==> config.mk <==
export PLATFORM = sky130hd
export DESIGN_NAME = mem_port_arbiter
export DESIGN_NICKNAME = d
export VERILOG_FILES = /design/src/rtl/mem_port_arbiter_pkg.sv /design/src/rtl/mem_port_arbiter.sv
export SDC_FILE = /design/constraint.sdc
export NUM_CORES = 1
export LEC_CHECK = 0
export CAP_MARGIN = 30
export CELL_PAD_IN_SITES_DETAIL_PLACEMENT = 2
export CELL_PAD_IN_SITES_GLOBAL_PLACEMENT = 2
export CORE_UTILIZATION = 10
export DETAILED_ROUTE_END_ITERATION = 12
export PLACE_DENSITY_LB_ADDON = 0.1
export SLEW_MARGIN = 5
export SYNTH_ARGS = -nofsm -noshare
export SYNTH_HDL_FRONTEND = slang
export SYNTH_SLANG_ARGS = --single-unit
==> constraint.sdc <==
create_clock -name clk -period 1.6 [get_ports clk]
set_input_delay 0.4 -clock clk [delete_from_list [all_inputs] [get_ports clk]]
set_output_delay 0.4 -clock clk [all_outputs]
set_load 0.02 [all_outputs]
==> src/rtl/mem_port_arbiter_pkg.sv <==
// Shared CPU package: memory-port owner encoding and the default sizing
// constants used by the fetch/data port arbiter.
package mem_port_arbiter_pkg;

    localparam int DEFAULT_ADDR_WIDTH   = 14;
    localparam int DEFAULT_STARVE_LIMIT = 4;

    // Who the read data on m_rdata belongs to in the cycle after a grant.
    typedef enum logic [1:0] {
        OWN_NONE  = 2'd0,
        OWN_FETCH = 2'd1,
        OWN_LOAD  = 2'd2
    } owner_e;

endpackage : mem_port_arbiter_pkg

==> src/rtl/mem_port_arbiter.sv <==
// Arbiter sharing one synchronous-read memory port between instruction fetch
// and data load/store. Data wins contention unless fetch has been denied
// STARVE_LIMIT cycles in a row. Read data returns one cycle after the grant
// and is steered to the port recorded in the owner register.
module mem_port_arbiter
    import mem_port_arbiter_pkg::*;
#(
    parameter int ADDR_WIDTH   = DEFAULT_ADDR_WIDTH,
    parameter int STARVE_LIMIT = DEFAULT_STARVE_LIMIT
) (
    input  logic                  clk,
    input  logic                  rst,
    // instruction fetch port
    input  logic                  f_req,
    input  logic [ADDR_WIDTH-1:0] f_addr,
    output logic                  f_gnt,
    output logic                  f_rvalid,
    output logic [31:0]           f_rdata,
    // data port
    input  logic                  d_req,
    input  logic [3:0]            d_we,
    input  logic [ADDR_WIDTH-1:0] d_addr,
    input  logic [31:0]           d_wdata,
    output logic                  d_gnt,
    output logic                  d_rvalid,
    output logic [31:0]           d_rdata,
    // pipeline control
    input  logic                  flush,
    // memory side
    output logic                  m_en,
    output logic [3:0]            m_we,
    output logic [ADDR_WIDTH-1:0] m_addr,
    output logic [31:0]           m_wdata,
    input  logic [31:0]           m_rdata
);

    localparam int CNT_W = $clog2(STARVE_LIMIT + 1);
    localparam logic [CNT_W-1:0] CNT_MAX = CNT_W'(STARVE_LIMIT);

    owner_e           owner_q, owner_nxt;
    logic [CNT_W-1:0] starve_cnt, starve_nxt;
    logic             starved;

    assign starved = (starve_cnt == CNT_MAX);

    // Grant selection: data has priority unless fetch is starved; nothing is
    // granted while reset is held.
    always_comb begin
        // NOTE: every output of a combinational block gets a default first so
        // no path leaves it unassigned and a latch is never inferred.
        f_gnt = 1'b0;
        d_gnt = 1'b0;
        if (rst) begin
            if (f_req && (!d_req || starved)) begin
                f_gnt = 1'b1;
            end else if (d_req) begin
                d_gnt = 1'b1;
            end
        end
    end

    // Memory command mux: drive the granted port's request, zeros when idle.
    always_comb begin
        m_en    = f_gnt | d_gnt;
        m_we    = 4'b0000;
        m_addr  = '0;
        m_wdata = 32'h0000_0000;
        if (f_gnt) begin
            m_addr = f_addr;
        end else if (d_gnt) begin
            m_we    = d_we;
            m_addr  = d_addr;
            m_wdata = d_wdata;
        end
    end

    // Next owner and starvation count. A fetch granted under flush is
    // recorded as NONE so its data never surfaces; stores never respond.
    always_comb begin
        owner_nxt  = OWN_NONE;
        starve_nxt = '0;
        if (f_gnt && !flush) begin
            owner_nxt = OWN_FETCH;
        end else if (d_gnt && (d_we == 4'b0000)) begin
            owner_nxt = OWN_LOAD;
        end
        if (f_req && !f_gnt) begin
            starve_nxt = starved ? starve_cnt : starve_cnt + CNT_W'(1);
        end
    end

    // Owner and starvation registers, cleared immediately by reset.
    always_ff @(posedge clk or negedge rst) begin
        if (!rst) begin
            owner_q    <= OWN_NONE;
            starve_cnt <= '0;
        end else begin
            // NOTE: sequential state uses non-blocking assignment so every
            // register samples its pre-edge inputs regardless of order.
            owner_q    <= owner_nxt;
            starve_cnt <= starve_nxt;
        end
    end

    // Response steering: data passes straight through, validity comes from
    // the owner; a flush in the response cycle also hides a fetch response.
    assign f_rvalid = (owner_q == OWN_FETCH) && !flush;
    assign d_rvalid = (owner_q == OWN_LOAD);
    assign f_rdata  = m_rdata;
    assign d_rdata  = m_rdata;

endmodule : mem_port_arbiter

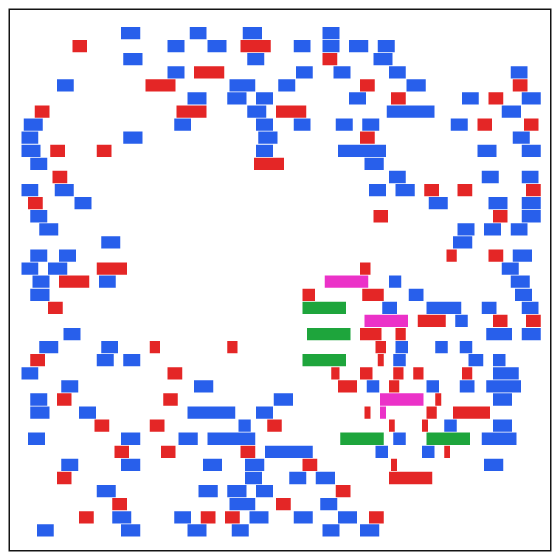
(images/cell_classes.png)
- clock drivers and dummy loads: magenta (cells 4)
- flops: green (cells 5)
- other buffers and delay cells: blue (cells 151)
- all other logic: red (cells 77)
area of the core: 11610 µm²
Seq area share: 4.496%
Rows: 39
Post-Layout Inst Area: 2783 µm²
Finished Core Util: 23.96%

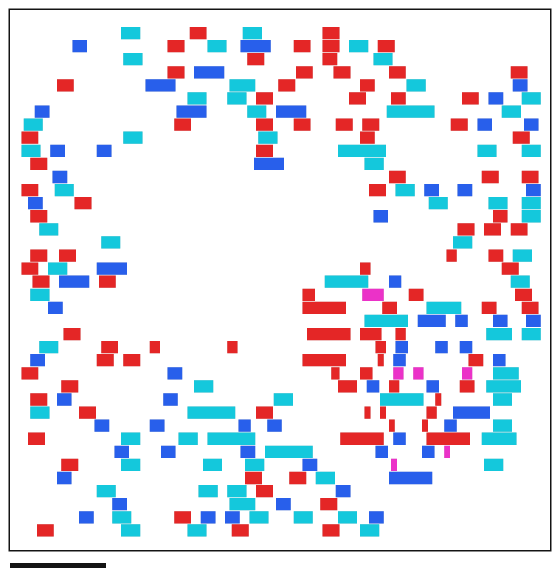
(images/drive_strength.png)
The bar under the picture is 20 µm long.
- drive 2: magenta (cells 6; share 2.5%; most used nand2_2)
- drive 6 and up: cyan (cells 71; share 30%; most used buf_6)
- drive 3 to 4: blue (cells 61; share 26%; most used and2_4)
- drive 1 or less: red (cells 99; share 42%; most used clkdlybuf4s50_1)
PnR worst setup slack: -0.4880 ns
count of buffers not belonging to the clock network in the layout: 151

==> impl_report.txt <==
=== SYNTHESIS / PLACE & ROUTE SUMMARY ===
----------------------------------------------------
[Yosys]
  Post-synthesis sequential area ratio ........................ 10.30%
  Tally of unique sky130hd cells used after synthesis ........................ 21
  Post-synthesis async set-or-reset flop share ........................ 100.0%
  Yosys top cell by instances ........................ buf_4
  Netlist area before placement ........................ 1215 µm²
  Post-synth top area share ........................ 39.55%
  Post-synth EDFFs ........................ 0
  Main synth FF type ........................ dfrtp_1
  Yosys cell count ........................ 152
  Number of instances in the synthesized netlist ........................ 152
  Mean instance size in the synthesized netlist ........................ 7.993 µm²
  Most frequent cells after synthesis ........................ buf_4, and2_1, a22o_1, buf_6, nand2_1
  Area of the synthesized netlist per yosys stat ........................ 1215 µm²

[Route]
  Via count of the routed design ........................ 1311
  Antenna viol nets, final ........................ 0
  DRC violations left ........................ 13
  Drt pass-1 iters ........................ 7
  First DRT Iteration DRCs ........................ 38
  Routed length per placed instance ........................ 14.98 µm

[Critical path]
  Slowest stage delay, CP ........................ 0.38 ns
  Type of the worst setup path ........................ reg2out
  Required time reported for the critical path endpoint ........................ 1.20 ns
  R2R Setup Slk ........................ 0.11 ns
  Cells along the critical path ........................ inv_2 > ha_4 > a31oi_4 > buf_6 > buf_8 > buf_16 > or2_1 > buf_6
  Startpoint types ........................ flop
  Arrival time reported for the critical path endpoint ........................ 1.69 ns
  CP max stage cell ........................ dfrtp_1
  Worst reg-to-reg path cell count ........................ 8
  Destination of the worst register-to-register timing path ........................ owner_q[1]
  Source of the worst register-to-register timing path ........................ starve_cnt[1]
  Crit-path max FO ........................ 7

[Place]
  HPWL reported at the end of detailed placement ........................ 4238 µm
  Port Buffer Count ........................ 123
  Placer Congestion ........................ 0.6327
  Post-detailed-placement cell area ........................ 2337 µm²

[Final timing]
  PnR worst setup slack ........................ -0.4880 ns
  Tcrit/Tclk final ........................ 130.5%
  Final setup violation count ........................ 53
  Max Slew Vio Count ........................ 0
  Post-Route Skew ........................ 0.001167 ns
  Achievable clock frequency ........................ 478.9 MHz
  Final hold vios ........................ 0
  RSZ-0062 raised after global routing ........................ true
  Time the final worst path needs with I/O delays and setup ........................ 2.088 ns
  Transition at the pin with the smallest max-transition slack ........................ 0.2559 ns

[Clock network]
  CTS H-tree depth ........................ 1
  Number of hold-repair buffers added at the cts stage ........................ 0
  Clock Tree Buf Depth ........................ 2
  Clock tree from TritonCTS ........................ done
  Latency at later pin ........................ 0.23 ns
  CTS sink cnt ........................ 5

[Cells and area]
  Fill cell count ........................ 1292
  Layout Area Growth over Synthesis ........................ 129.0%
  Antenna diode count ........................ 0
  Number of nets in the layout ........................ 341

[Pwr]
  Power per standard cell area ........................ 449.9 nW/µm²
  Overall power after layout ........................ 1.252 mW
  Cell leakage power ........................ 1.247 nW
  Maximum resistive drop on vdd ........................ 0.0001973 V

[Run status]
  Status ........................ finished with violations
  Violations in the final reports ........................ design-rule violations, negative setup slack

[Global route]
  Wire length of the first global-routing pass ........................ 8659 µm
  Vias in the first global route ........................ 1465
  Global router's overall resource usage ........................ 8.970%
  Number of antenna violations at the first check in global routing ........................ 0

[Flow run]
  Tool warnings ........................ 30
  Max capacitance violation total ........................ 0

[Floorplan]
  Die area ........................ 12590 µm²
  Horizontal die dimension ........................ 112.2 µm
  Chip Height ........................ 112.2 µm
  Share of the core filled by cells before placement ........................ 10.46%
  IO Pins ........................ 220

----------------------------------------------------
[how the worst max path moves through the flow]
| stage | depth (start not counted) | slack, ns | startpoint | end |
|---|---|---|---|---|
| 2_1_floorplan | 5 | -0.06 | starve_cnt[0] | m_addr[1] |
| 3_3_place_gp | 7 | -1.08 | f_req | m_addr[1] |
| 3_5_place_dp | 7 | -1.07 | f_req | m_addr[1] |
| 4_1_cts | 8 | -0.52 | starve_cnt[0] | m_en |
| 5_1_grt | 8 | -0.56 | starve_cnt[0] | m_en |
| 6_report | 8 | -0.49 | starve_cnt[1] | m_en |
[where the power goes]
| part | switching [mW] | total, mW | internal (mW) |
|---|---|---|---|
| sequential | 0.00440 | 0.137 | 0.133 |
| clock | 0.0823 | 0.413 | 0.330 |
| combinational | 0.256 | 0.702 | 0.446 |
| total | 0.343 | 1.25 | 0.909 |
[cell families after synthesis]
kind of cell,share of synthesized area (%)
AND/OR/NAND/NOR,25.75
adder cells (fa/ha/maj),2.059
buffers and inverters,45.73
AND-OR/OR-AND,15.24
multiplexers,0.9268
flip-flops,10.30
[metrics by stage]
stage | hold WS, ns | setup TNS, ns | setup slack [ns] | std cells
after floorplan | 0.1044 | -0.7234 | -0.05725 | 152
after global placement | 0.5885 | -54.41 | -1.082 | 360
after detailed placement | 0.5881 | -54.15 | -1.072 | 360
after CTS | 0.3488 | -24.00 | -0.5160 | 378
after global routing | 0.3789 | -26.94 | -0.5616 | 380
final | 0.3451 | -23.14 | -0.4880 | 380
[worst max-delay path: cells and delay by family (launching register included)]
| family | cells | cell delay [ns] |
|---|---|---|
| flops | 1 | 0.38 |
| buf+inv | 5 | 0.61 |
| fa+ha+maj | 1 | 0.16 |
| simple gates | 1 | 0.21 |
| compound gates | 1 | 0.10 |
[cells in the final DEF (no fill, tap or decap), types with 2 or more instances in the layout]
cell,synthesis,layout
a22o_1,14,6
a22o_4,0,8
and2_4,0,36
buf_12,0,3
buf_16,0,5
buf_4,64,14
buf_6,6,56
buf_8,0,4
clkbuf_16,0,3
clkdlybuf4s50_1,0,64
dfrtp_1,5,5
dlygate4sd2_1,0,5
inv_2,0,2
nand2_1,6,5
nand2_2,2,3
o22ai_1,2,2
or2_1,2,2
[state kept, by name (all words and copies together) (netlist names)]
signal,cells
starve_cnt,3
owner_q,2
[what timing repair did]
action / in CTS / in global routing
setup endpoints to repair: 55 / 53
cloned: 5 / 0
pin swaps: 24 / 2
resized: 373 / 6
setup buffers: 9 / 2
[routing by layer]
layer | vias to the layer above | share of wire (%) | track usage [%]
met5 | - | 0 | 0
met4 | 0 | 1.6 | 2.756
met1 | 599 | 42 | 11.51
met2 | 86 | 46 | 14.66
li1 | 602 | - | -
met3 | 24 | 10 | 2.376
[cell type report]
type	instances	area (µm²)	area share [%]
timing repair buffer	151	1678	60.30
multi-input combinational	75	714.4	25.67
tap	143	178.9	6.430
sequential	5	125.1	4.496
clock buffer	4	78.83	2.833
inverter	2	7.507	0.2698
Power is estimated from default activity; no workload was simulated.
